<file path="src/rtl/des_fsmd_param_if.sv">
// Load/result bus between a block source and des_fsmd_param.
// DES_KEY_PARITY_CHECK_EN adds the key_err signal.
interface des_fsmd_param_if #(
  parameter int unsigned IN_W = 32
);
  logic [IN_W:1] msg;
  logic          ready;
  logic [64:1]   key;
  logic          decrypt;
  logic          read;
  logic [64:1]   enc_msg;
  logic          done;
  logic          busy;
`ifdef DES_KEY_PARITY_CHECK_EN
  logic          key_err;

  modport master (output msg, ready, key, decrypt,
                  input  read, enc_msg, done, busy, key_err);
  modport slave  (input  msg, ready, key, decrypt,
                  output read, enc_msg, done, busy, key_err);
`else
  modport master (output msg, ready, key, decrypt,
                  input  read, enc_msg, done, busy);
  modport slave  (input  msg, ready, key, decrypt,
                  output read, enc_msg, done, busy);
`endif
endinterface

</file>
<file path="src/rtl/des_fsmd_param.sv">
// Iterative DES encrypt/decrypt FSMD: loads a 64-bit block in 64/IN_W parts, one round per clock.
// Optional feature macro: DES_KEY_PARITY_CHECK_EN (odd-parity key check, key_err output).
module des_fsmd_param #(
  parameter int unsigned IN_W = 32
) (
  input logic             clk,
  input logic             rst,
  des_fsmd_param_if.slave bus
);
  localparam int unsigned PARTS  = 64 / IN_W;
  localparam int unsigned CNT_W  = 2;
  localparam int unsigned RND_W  = 5;
  localparam int unsigned HOLD_W = (PARTS > 1) ? 64 - IN_W : 1;

  if (IN_W != 16 && IN_W != 32 && IN_W != 64) begin : g_bad_in_w
    $error("des_fsmd_param: IN_W must be 16, 32 or 64");
  end

  localparam int unsigned IP_T [64] = '{
    58, 50, 42, 34, 26, 18, 10, 2, 60, 52, 44, 36, 28, 20, 12, 4,
    62, 54, 46, 38, 30, 22, 14, 6, 64, 56, 48, 40, 32, 24, 16, 8,
    57, 49, 41, 33, 25, 17,  9, 1, 59, 51, 43, 35, 27, 19, 11, 3,
    61, 53, 45, 37, 29, 21, 13, 5, 63, 55, 47, 39, 31, 23, 15, 7};
  localparam int unsigned FP_T [64] = '{
    40, 8, 48, 16, 56, 24, 64, 32, 39, 7, 47, 15, 55, 23, 63, 31,
    38, 6, 46, 14, 54, 22, 62, 30, 37, 5, 45, 13, 53, 21, 61, 29,
    36, 4, 44, 12, 52, 20, 60, 28, 35, 3, 43, 11, 51, 19, 59, 27,
    34, 2, 42, 10, 50, 18, 58, 26, 33, 1, 41,  9, 49, 17, 57, 25};
  localparam int unsigned PC1_T [56] = '{
    57, 49, 41, 33, 25, 17,  9,  1, 58, 50, 42, 34, 26, 18,
    10,  2, 59, 51, 43, 35, 27, 19, 11,  3, 60, 52, 44, 36,
    63, 55, 47, 39, 31, 23, 15,  7, 62, 54, 46, 38, 30, 22,
    14,  6, 61, 53, 45, 37, 29, 21, 13,  5, 28, 20, 12,  4};
  localparam int unsigned PC2_T [48] = '{
    14, 17, 11, 24,  1,  5,  3, 28, 15,  6, 21, 10,
    23, 19, 12,  4, 26,  8, 16,  7, 27, 20, 13,  2,
    41, 52, 31, 37, 47, 55, 30, 40, 51, 45, 33, 48,
    44, 49, 39, 56, 34, 53, 46, 42, 50, 36, 29, 32};
  localparam int unsigned E_T [48] = '{
    32,  1,  2,  3,  4,  5,  4,  5,  6,  7,  8,  9,
     8,  9, 10, 11, 12, 13, 12, 13, 14, 15, 16, 17,
    16, 17, 18, 19, 20, 21, 20, 21, 22, 23, 24, 25,
    24, 25, 26, 27, 28, 29, 28, 29, 30, 31, 32,  1};
  localparam int unsigned P_T [32] = '{
    16,  7, 20, 21, 29, 12, 28, 17,  1, 15, 23, 26,  5, 18, 31, 10,
     2,  8, 24, 14, 32, 27,  3,  9, 19, 13, 30,  6, 22, 11,  4, 25};

  // S-box entry (row*16 + col) is the nibble counted from the MSB.
  localparam logic [255:0] S1 = 256'hE4D12FB83A6C5907_0F74E2D1A6CB9538_41E8D62BFC973A50_FC8249175B3EA06D;
  localparam logic [255:0] S2 = 256'hF18E6B34972DC05A_3D47F28EC01A69B5_0E7BA4D158C6932F_D8A13F42B67C05E9;
  localparam logic [255:0] S3 = 256'hA09E63F51DC7B428_D709346A285ECBF1_D6498F30B12C5AE7_1AD069874FE3B52C;
  localparam logic [255:0] S4 = 256'h7DE3069A1285BC4F_D8B56F03472C1AE9_A690CB7DF13E5284_3F06A1D8945BC72E;
  localparam logic [255:0] S5 = 256'h2C417AB6853FD0E9_EB2C47D150FA3986_421BAD78F9C5630E_B8C71E2D6F09A453;
  localparam logic [255:0] S6 = 256'hC1AF92680D34E75B_AF427C9561DE0B38_9EF528C3704A1DB6_432C95FABE17608D;
  localparam logic [255:0] S7 = 256'h4B2EF08D3C975A61_D0B7491AE35C2F86_14BDC37EAF680592_6BD814A7950FE23C;
  localparam logic [255:0] S8 = 256'hD2846FB1A93E50C7_1FD8A374C56B0E92_7B419CE206ADF358_21E74A8DFC90356B;

  // Table bit n (1 = MSB) maps to vector index WIDTH-n.
  function automatic logic [63:0] ip_f(input logic [63:0] x);
    logic [63:0] o;
    o = '0;
    for (int i = 0; i < 64; i++) o[6'(63 - i)] = x[6'(64 - IP_T[6'(i)])];
    return o;
  endfunction

  function automatic logic [63:0] fp_f(input logic [63:0] x);
    logic [63:0] o;
    o = '0;
    for (int i = 0; i < 64; i++) o[6'(63 - i)] = x[6'(64 - FP_T[6'(i)])];
    return o;
  endfunction

  function automatic logic [55:0] pc1_f(input logic [63:0] x);
    logic [55:0] o;
    o = '0;
    for (int i = 0; i < 56; i++) o[6'(55 - i)] = x[6'(64 - PC1_T[6'(i)])];
    return o;
  endfunction

  function automatic logic [47:0] pc2_f(input logic [55:0] x);
    logic [47:0] o;
    o = '0;
    for (int i = 0; i < 48; i++) o[6'(47 - i)] = x[6'(56 - PC2_T[6'(i)])];
    return o;
  endfunction

  function automatic logic [47:0] e_f(input logic [31:0] x);
    logic [47:0] o;
    o = '0;
    for (int i = 0; i < 48; i++) o[6'(47 - i)] = x[5'(32 - E_T[6'(i)])];
    return o;
  endfunction

  function automatic logic [31:0] p_f(input logic [31:0] x);
    logic [31:0] o;
    o = '0;
    for (int i = 0; i < 32; i++) o[5'(31 - i)] = x[5'(32 - P_T[5'(i)])];
    return o;
  endfunction

  function automatic logic [3:0] sbox_f(input logic [255:0] t, input logic [5:0] b);
    logic [5:0] idx;
    idx = {b[5], b[0], b[4:1]};
    return 4'(t >> {~idx, 2'b00});
  endfunction

  function automatic logic [31:0] feistel_f(input logic [31:0] r, input logic [47:0] k);
    logic [47:0] x;
    x = e_f(r) ^ k;
    return p_f({sbox_f(S1, x[47:42]), sbox_f(S2, x[41:36]), sbox_f(S3, x[35:30]),
                sbox_f(S4, x[29:24]), sbox_f(S5, x[23:18]), sbox_f(S6, x[17:12]),
                sbox_f(S7, x[11:6]),  sbox_f(S8, x[5:0])});
  endfunction

  typedef enum logic [1:0] {S_LOAD, S_ROUND, S_DONE} state_t;

  state_t            state_q, state_n;
  logic [CNT_W-1:0]  part_q, part_n;
  logic [RND_W-1:0]  rnd_q, rnd_n;
  logic [HOLD_W-1:0] hold_q, hold_n, hold_in;
  logic [31:0]       l_q, l_n, r_q, r_n;
  logic [27:0]       c_q, c_n, d_q, d_n, c_rot, d_rot;
  logic [47:0]       subkey;
  logic [63:0]       blk_in, key0, enc_q, enc_n;
  logic              dec_q, dec_n, rdy_q;
  logic              read_q, read_n, done_q, done_n, busy_q, busy_n;
  logic              accept, first, last, one_step;

  assign key0   = bus.key;
  assign accept = bus.ready & ~rdy_q & (state_q == S_LOAD);
  assign first  = (part_q == '0);
  assign last   = (part_q == CNT_W'(PARTS - 1));

  // Earlier parts sit in hold_q; the incoming part completes the low end of the block.
  if (PARTS > 1) begin : g_multi
    assign blk_in  = {hold_q, bus.msg};
    assign hold_in = blk_in[HOLD_W-1:0];
  end else begin : g_single
    assign blk_in  = bus.msg;
    assign hold_in = hold_q;
  end

`ifdef DES_KEY_PARITY_CHECK_EN
  logic kerr_q, kerr_n, key_ok;

  always_comb begin : parity_chk
    key_ok = 1'b1;
    for (int b = 0; b < 8; b++) key_ok = key_ok & (^8'(key0 >> (8 * b)));
  end

  assign bus.key_err = kerr_q;
`endif

  assign one_step = (rnd_q == RND_W'(0)) || (rnd_q == RND_W'(1)) ||
                    (rnd_q == RND_W'(8)) || (rnd_q == RND_W'(15));

  // Encrypt rotates left before PC-2; decrypt walks the schedule backwards from C0/D0.
  always_comb begin : key_sched
    c_rot = c_q;
    d_rot = d_q;
    if (!dec_q) begin
      if (one_step) begin
        c_rot = {c_q[26:0], c_q[27]};
        d_rot = {d_q[26:0], d_q[27]};
      end else begin
        c_rot = {c_q[25:0], c_q[27:26]};
        d_rot = {d_q[25:0], d_q[27:26]};
      end
    end else if (rnd_q != '0) begin
      if (one_step) begin
        c_rot = {c_q[0], c_q[27:1]};
        d_rot = {d_q[0], d_q[27:1]};
      end else begin
        c_rot = {c_q[1:0], c_q[27:2]};
        d_rot = {d_q[1:0], d_q[27:2]};
      end
    end
    subkey = pc2_f({c_rot, d_rot});
  end

  always_comb begin : fsm_next
    state_n = state_q;
    part_n  = part_q;
    rnd_n   = rnd_q;
    hold_n  = hold_q;
    l_n     = l_q;
    r_n     = r_q;
    c_n     = c_q;
    d_n     = d_q;
    dec_n   = dec_q;
    read_n  = 1'b0;
    done_n  = 1'b0;
    busy_n  = busy_q;
    enc_n   = enc_q;
`ifdef DES_KEY_PARITY_CHECK_EN
    kerr_n  = 1'b0;
`endif
    case (state_q)
      S_LOAD: begin
        if (accept) begin
          read_n = 1'b1;
          hold_n = hold_in;
          part_n = part_q + CNT_W'(1);
          if (first) begin
            dec_n      = bus.decrypt;
            {c_n, d_n} = pc1_f(key0);
            busy_n     = 1'b1;
          end
          if (last) begin
            {l_n, r_n} = ip_f(blk_in);
            part_n     = '0;
            rnd_n      = '0;
            state_n    = S_ROUND;
          end
`ifdef DES_KEY_PARITY_CHECK_EN
          if (first && !key_ok) begin
            kerr_n  = 1'b1;
            busy_n  = 1'b0;
            part_n  = '0;
            state_n = S_LOAD;
          end
`endif
        end
      end
      S_ROUND: begin
        // rnd_q 0..15 run the rounds; the 17th cycle swaps halves and applies FP.
        if (rnd_q != RND_W'(16)) begin
          c_n   = c_rot;
          d_n   = d_rot;
          l_n   = r_q;
          r_n   = l_q ^ feistel_f(r_q, subkey);
          rnd_n = rnd_q + RND_W'(1);
        end else begin
          enc_n   = fp_f({r_q, l_q});
          done_n  = 1'b1;
          busy_n  = 1'b0;
          state_n = S_DONE;
        end
      end
      S_DONE: begin
        state_n = S_LOAD;
        part_n  = '0;
      end
      default: state_n = S_LOAD;
    endcase
  end

  always_ff @(posedge clk) begin : regs
    if (!rst) begin
      state_q <= S_LOAD;
      part_q  <= '0;
      rnd_q   <= '0;
      hold_q  <= '0;
      l_q     <= '0;
      r_q     <= '0;
      c_q     <= '0;
      d_q     <= '0;
      dec_q   <= 1'b0;
      rdy_q   <= 1'b1;
      read_q  <= 1'b0;
      done_q  <= 1'b0;
      busy_q  <= 1'b0;
      enc_q   <= '0;
`ifdef DES_KEY_PARITY_CHECK_EN
      kerr_q  <= 1'b0;
`endif
    end else begin
      state_q <= state_n;
      part_q  <= part_n;
      rnd_q   <= rnd_n;
      hold_q  <= hold_n;
      l_q     <= l_n;
      r_q     <= r_n;
      c_q     <= c_n;
      d_q     <= d_n;
      dec_q   <= dec_n;
      rdy_q   <= bus.ready;
      read_q  <= read_n;
      done_q  <= done_n;
      busy_q  <= busy_n;
      enc_q   <= enc_n;
`ifdef DES_KEY_PARITY_CHECK_EN
      kerr_q  <= kerr_n;
`endif
    end
  end

  assign bus.read    = read_q;
  assign bus.done    = done_q;
  assign bus.busy    = busy_q;
  assign bus.enc_msg = enc_q;
endmodule
</file>
<file path="src/flat_wrapper.sv">
// flat-port wrapper written by rule: the top's interface ports become plain ports
module des_fsmd_param_flat 
#(
  parameter int unsigned IN_W = 32
)
  (clk, rst, bus_msg, bus_ready, bus_key, bus_decrypt, bus_read, bus_enc_msg, bus_done, bus_busy);
  des_fsmd_param_if #(.IN_W(IN_W)) bus_i ();
  input logic clk;
  input logic rst;
  input wire logic [$bits(bus_i.msg)-1:0] bus_msg;
  input wire logic [$bits(bus_i.ready)-1:0] bus_ready;
  input wire logic [$bits(bus_i.key)-1:0] bus_key;
  input wire logic [$bits(bus_i.decrypt)-1:0] bus_decrypt;
  output wire logic [$bits(bus_i.read)-1:0] bus_read;
  output wire logic [$bits(bus_i.enc_msg)-1:0] bus_enc_msg;
  output wire logic [$bits(bus_i.done)-1:0] bus_done;
  output wire logic [$bits(bus_i.busy)-1:0] bus_busy;
  assign bus_i.msg = bus_msg;
  assign bus_i.ready = bus_ready;
  assign bus_i.key = bus_key;
  assign bus_i.decrypt = bus_decrypt;
  assign bus_read = bus_i.read;
  assign bus_enc_msg = bus_i.enc_msg;
  assign bus_done = bus_i.done;
  assign bus_busy = bus_i.busy;
  des_fsmd_param #(.IN_W(IN_W)) u_core (.clk(clk), .rst(rst), .bus(bus_i));
endmodule
</file>
<file path="config.mk">
export PLATFORM = sky130hd
export DESIGN_NAME = des_fsmd_param_flat
export DESIGN_NICKNAME = d
export VERILOG_FILES = /design/src/rtl/des_fsmd_param_if.sv /design/src/rtl/des_fsmd_param.sv /design/src/flat_wrapper.sv
export SDC_FILE = /design/constraint.sdc
export NUM_CORES = 1
export LEC_CHECK = 0
export ABC_CLOCK_PERIOD_IN_PS = 1900
export CORE_MARGIN = 2
export CORE_UTILIZATION = 23
export CTS_CLUSTER_DIAMETER = 30
export CTS_CLUSTER_SIZE = 30
export DETAILED_ROUTE_END_ITERATION = 10
export GPL_ROUTABILITY_DRIVEN = 1
export HOLD_SLACK_MARGIN = 0.1
export PLACE_DENSITY = 0.83
export SLEW_MARGIN = 40
export SYNTH_ARGS = -nofsm -noshare
export SYNTH_HDL_FRONTEND = slang
export SYNTH_SLANG_ARGS = --single-unit
</file>
<file path="constraint.sdc">
create_clock -name clk -period 1.9 [get_ports clk]
set_input_delay 0.285 -clock clk [delete_from_list [all_inputs] [get_ports clk]]
set_output_delay 0.285 -clock clk [all_outputs]
set_load 0.1 [all_outputs]
</file>
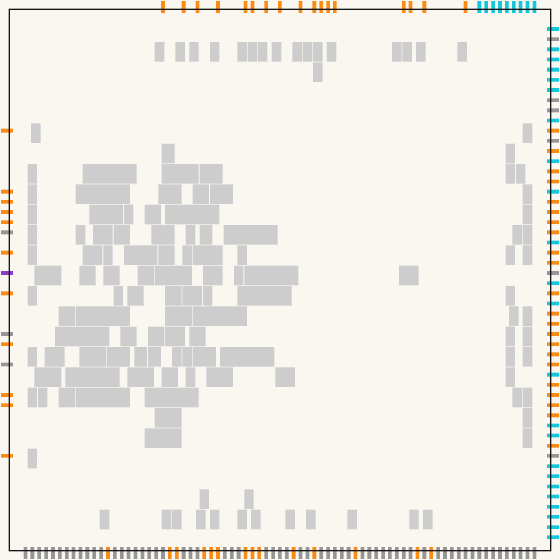
(I/O pins on the die edge)
Pins as bars across the die edge, other pins in gray.
Key: orange = `bus_enc_msg` [pins 64, direction output, edge 22 right, 17 top, 14 bottom, 11 left]; cyan = `bus_msg` [pins 32, direction input, edge 23 right, 9 top]; purple = `rst` [pins 1, direction input, edge left]
All pins by edge: 75 bottom, 51 right, 26 top, 15 left.
width of the die: 72.2 um
count of input and output buffers: 5

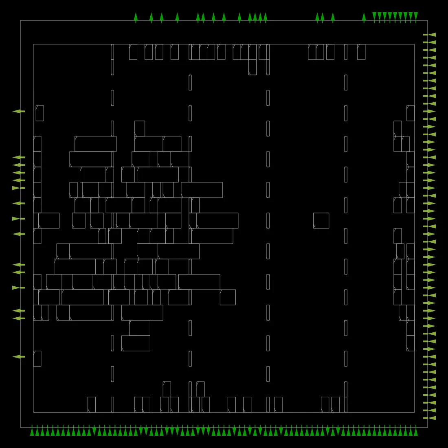
(cell outlines without signal wires)
Fill cells: 509
final non-filler cell total: 187
number of sequential cells in the layout: 13
number of well-tap cells placed: 52

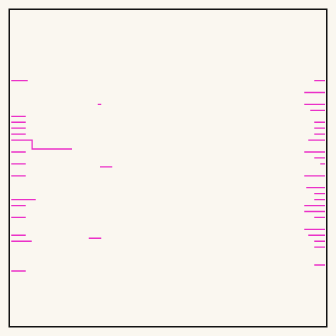
(M3 wires)
39 nets have wire on it. The longest straight run is 9.00 um. The layer carries 137 um of wire. The wires run mostly horizontal. The layer holds 9.4% of the routed length.

==> PnR_summary.wiki <==
=== Physical design figures ===
{| class="wikitable"
! Metric !! Value
|-
| Core Rows || 24
|-
| Root cell of the clock tree || sky130_fd_sc_hd__clkbuf_8
|-
| Leading cell kind || multi-input combinational cells
|-
| Number of global-route vias before repair || 500
|-
| CP Launch Type || primary input
|-
| Number of OpenROAD warnings || 124
|-
| Number of clock sinks || 13
|-
| Detailed Route Iter0 Violations || 17
|-
| Hold Crit Depth || 1
|-
| Crit path DRT || 2.04 ns
|-
| Adder share || 2.34%
|-
| Synthesized cell area || 1070 sq um
|-
| Relative contribution of the clock network to total power || 22.1%
|-
| Global Route met3 Usage || 1.25%
|-
| Worst-case hold slack || 0.479 ns
|-
| Instance count after placement with tap cells included || 183
|-
| Sequential Power Share || 25.2%
|-
| Final critical delay including setup and external delays || 1.64 ns
|-
| Path type of the worst min-delay path || flip-flop to flip-flop
|-
| Boundary pin count || 167
|-
| Average instance area after synthesis || 8.37 sq um
|-
| Yosys cell count || 128
|-
| Post-synth top cells || sky130_fd_sc_hd__buf_4 (64), sky130_fd_sc_hd__dfxtp_1 (13), sky130_fd_sc_hd__inv_1 (6)
|-
| Area figure in the yosys stat output || 1070 sq um
|-
| Via/cell ratio || 3.47
|-
| Leakage || 0.485 nW
|-
| Depth of the critical timing path with buffers and inverters included || 4
|-
| Proportion of final cell area spent on non-clock buffers || 5.84%
|-
| Leading power group || combinational cells
|-
| Comb_multi_in || 105
|-
| Crit-path slowest cell || sky130_fd_sc_hd__clkdlybuf4s50_1
|-
| Largest reg by FF count || u_core.rnd_q
|-
| ANT cells || 0
|-
| Hold endpoint || u_core.part_q[1]
|-
| Dominant kind of combinational cell || buffers and inverters
|-
| Proportion of layout cells with a drive suffix above 1 || 6.67%
|-
| Clock latency of the later-clocked register in the worst-skew pair || 0.25 ns
|-
| Outcome || finished clean
|-
| MUX area fraction || 0%
|-
| Count of flip-flops with a built-in enable after synthesis || 0
|-
| Worst stage delay on the critical path || 0.50 ns
|-
| Total length of routed wires || 1450 um
|-
| Number of nets at the end of the flow || 238
|-
| Endpoint kind of the worst setup timing path || flip-flop
|-
| Arrival time at the worst endpoint || 1.78 ns
|-
| Buffers inserted by post-CTS timing repair || 0
|-
| Clock tree skew after final layout || 0.00261 ns
|-
| Met1 demand-to-capacity share in global routing || 6.94%
|-
| Initial antenna violation count || 0
|-
| Fraction of area in registers || 26.4%
|}
No activity file was given, so power comes from the tool's default toggle rates.
